===== src/rtl/fifo_package.sv =====
// Shared defaults for the SRAM-backed FIFO controller.
package fifo_package;

  localparam int FIFO_DATA_WIDTH = 32;
  localparam int FIFO_ADDR_WIDTH = 4;

endpackage


===== src/rtl/sram_fifo_ctrl.sv =====
// FIFO controller in front of a single-port synchronous SRAM.
// Writes take the SRAM port whenever a push is accepted. Reads fill a
// one-entry registered output stage, so the head entry is stable on
// pop_data_o. An entry is always in exactly one place: the SRAM
// (sram_cnt), in flight from the SRAM (rd_pend), or in the output
// register (out_valid).
module sram_fifo_ctrl
  import fifo_package::*;
#(
  parameter int DATA_WIDTH = FIFO_DATA_WIDTH,
  parameter int ADDR_WIDTH = FIFO_ADDR_WIDTH,
  parameter int DEPTH      = 2**ADDR_WIDTH
) (
  input  logic                  clk,
  input  logic                  rst_ni,
  input  logic                  push_valid_i,
  input  logic [DATA_WIDTH-1:0] push_data_i,
  output logic                  push_ready_o,
  output logic                  pop_valid_o,
  output logic [DATA_WIDTH-1:0] pop_data_o,
  input  logic                  pop_ready_i,
  output logic [ADDR_WIDTH:0]   count_o,
  output logic                  full_o,
  output logic                  empty_o,
  output logic [ADDR_WIDTH-1:0] sram_addr_o,
  output logic [DATA_WIDTH-1:0] sram_wdata_o,
  output logic                  sram_we_o,
  input  logic [DATA_WIDTH-1:0] sram_rdata_i
);

  localparam logic [ADDR_WIDTH:0] DEPTH_C = (ADDR_WIDTH+1)'(DEPTH);

  logic [ADDR_WIDTH-1:0] wr_ptr;
  logic [ADDR_WIDTH-1:0] rd_ptr;
  logic [ADDR_WIDTH:0]   sram_cnt;
  logic                  rd_pend;
  logic                  out_valid;

  logic push_fire;
  logic pop_fire;
  logic rd_issue;

  // Ready depends only on registered occupancy, never on the consumer.
  assign push_ready_o = (sram_cnt < DEPTH_C);
  assign push_fire    = push_valid_i & push_ready_o;
  assign pop_valid_o  = out_valid;
  assign pop_fire     = out_valid & pop_ready_i;

  // A read is launched only when the output slot will be free to catch it
  // and the port is not taken by a write.
  assign rd_issue = ~push_fire & (sram_cnt != '0) & ~rd_pend &
                    (~out_valid | pop_fire);

  assign count_o = sram_cnt
                 + {{ADDR_WIDTH{1'b0}}, rd_pend}
                 + {{ADDR_WIDTH{1'b0}}, out_valid};
  assign full_o  = (sram_cnt == DEPTH_C);
  assign empty_o = (count_o == '0);

  // SRAM port mux: an accepted write owns the port, otherwise it shows the read pointer.
  always_comb begin
    sram_we_o    = 1'b0;
    sram_addr_o  = rd_ptr;
    sram_wdata_o = '0;
    if (push_fire) begin
      sram_we_o    = 1'b1;
      sram_addr_o  = wr_ptr;
      sram_wdata_o = push_data_i;
    end
  end

  // Pointers and SRAM occupancy; push and read issue never coincide.
  always_ff @(posedge clk or negedge rst_ni) begin
    if (!rst_ni) begin
      wr_ptr   <= '0;
      rd_ptr   <= '0;
      sram_cnt <= '0;
    end else begin
      if (push_fire) begin
        wr_ptr   <= wr_ptr + ADDR_WIDTH'(1);
        sram_cnt <= sram_cnt + (ADDR_WIDTH+1)'(1);
      end else if (rd_issue) begin
        rd_ptr   <= rd_ptr + ADDR_WIDTH'(1);
        sram_cnt <= sram_cnt - (ADDR_WIDTH+1)'(1);
      end
    end
  end

  // Read-data capture into the output register; reset drops any read in flight.
  always_ff @(posedge clk or negedge rst_ni) begin
    if (!rst_ni) begin
      rd_pend    <= 1'b0;
      out_valid  <= 1'b0;
      pop_data_o <= '0;
    end else begin
      rd_pend <= rd_issue;
      if (rd_pend) begin
        pop_data_o <= sram_rdata_i;
        out_valid  <= 1'b1;
      end else if (pop_fire) begin
        out_valid  <= 1'b0;
      end
    end
  end

endmodule

===== config.mk =====
export PLATFORM = sky130hd
export DESIGN_NAME = sram_fifo_ctrl
export DESIGN_NICKNAME = d
export VERILOG_FILES = /design/src/rtl/fifo_package.sv /design/src/rtl/sram_fifo_ctrl.sv
export SDC_FILE = /design/constraint.sdc
export NUM_CORES = 1
export LEC_CHECK = 0
export CAP_MARGIN = 20
export CORE_ASPECT_RATIO = 1.2
export CORE_MARGIN = 10
export CORE_UTILIZATION = 37
export DETAILED_ROUTE_END_ITERATION = 16
export PLACE_DENSITY = 0.92
export SLEW_MARGIN = 20
export SYNTH_ARGS = -nofsm -noshare
export SYNTH_HDL_FRONTEND = slang
export SYNTH_SLANG_ARGS = --single-unit

===== constraint.sdc =====
create_clock -name clk -period 3.3 [get_ports clk]
set_input_delay 0.66 -clock clk [delete_from_list [all_inputs] [get_ports clk]]
set_output_delay 0.66 -clock clk [all_outputs]
set_load 0.01 [all_outputs]

wires.png
Scale: 4 px per µm. Only two layers are drawn.
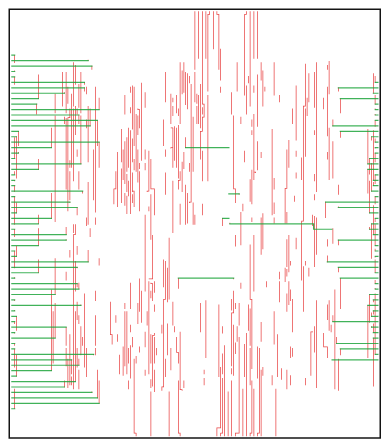
legend:
  metal 2:
    colour: red
    wire_length: 3050 µm
  metal 3:
    colour: green
    wire_length: 886 µm
Vias: 1922
routed len/inst: 16.6 µm
WL final: 6790 µm
global-route usage over all layers: 13.7%

sizes.png
Scale: 4 px per µm.
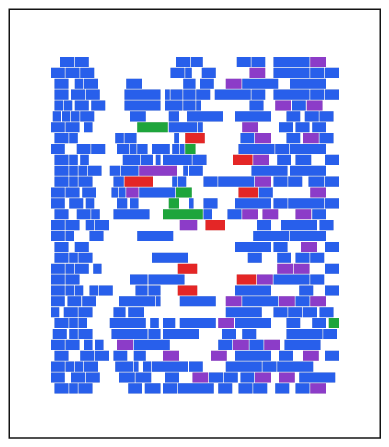
legend:
  _6 and larger:
    colour: red
    cells: 8
    most_used: clkbuf_8
  _0 and _1 cells:
    colour: blue
    cells: 279
    most_used: clkdlybuf4s50_1
  _2 cells:
    colour: purple
    cells: 35
    most_used: mux2_2
  _3 and _4 cells:
    colour: green
    cells: 6
    most_used: buf_4
fin area: 3970 µm²
nonclk buf count: 147
final worst setup slack: 0.257 ns
synth-to-layout area growth: 70.8%

placement.png
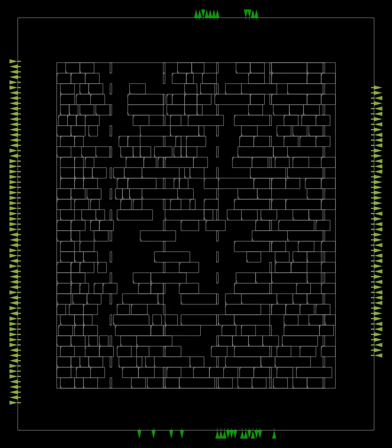
row cnt: 31
FILL cells: 467
Post-Layout Cell Count: 410
num tapcells: 82
sequential share of cell area: 29.6%

[power by group]
group	total, µW	switching, µW	internal, µW
clock	370	180	190
combinational	2020	815	1210
sequential	1100	219	879
[layer usage]
metal  routed length (µm)  part of all wire (%)  vias up
li1                     -                     -      898
met1                 2790                    41      895
met2                 3050                    45      123
met3                  885                    13        6
met4                   65                  0.96        0
met5                    0                     0        -
[area by class of cell]
| type | instances | area, µm² |
|---|---|---|
| clock buffer | 7 | 96.3 |
| multi-input combinational | 118 | 1080 |
| inverter | 8 | 30.0 |
| sequential | 47 | 1180 |
| tap | 82 | 103 |
| fill | 467 | 2120 |
| clock inverter | 1 | 7.51 |
| timing repair buffer | 147 | 1480 |
==> reports/metrics.yaml <==
cts:
  insertion_delay_ns: 0.29
  clock_tree.root_cell: "clkbuf_8"
  cts_tree: "built"
critical_path:
  critPathMaxFanout: 45
  crit_path_end: "sram_addr_o[3]"
  crit_slowest_cell: "clkdlybuf4s50_1"
  path_class: "in2out"
  regToRegSetupSlack_ns: 1.04
  crit_start: "push_valid_i"
global_routing:
  antenna_found_initial: 0
  grt_pass1_wl_um: 11000
  overflow: 0
  use_met2_pct: 22.5
placed_design:
  routabilityCongestion: 0.778
floorplan:
  pin_count: 146
  dieArea_um2: 9870
run_status:
  status: "finished, final reports clean"
final_timing:
  timing.hold.ws_ns: 0.363
logic_synthesis:
  largest_area_cell: "dfrtp_1"
  synth_area_per_cell_um2: 12.8
  xor_share_pct: 4.52
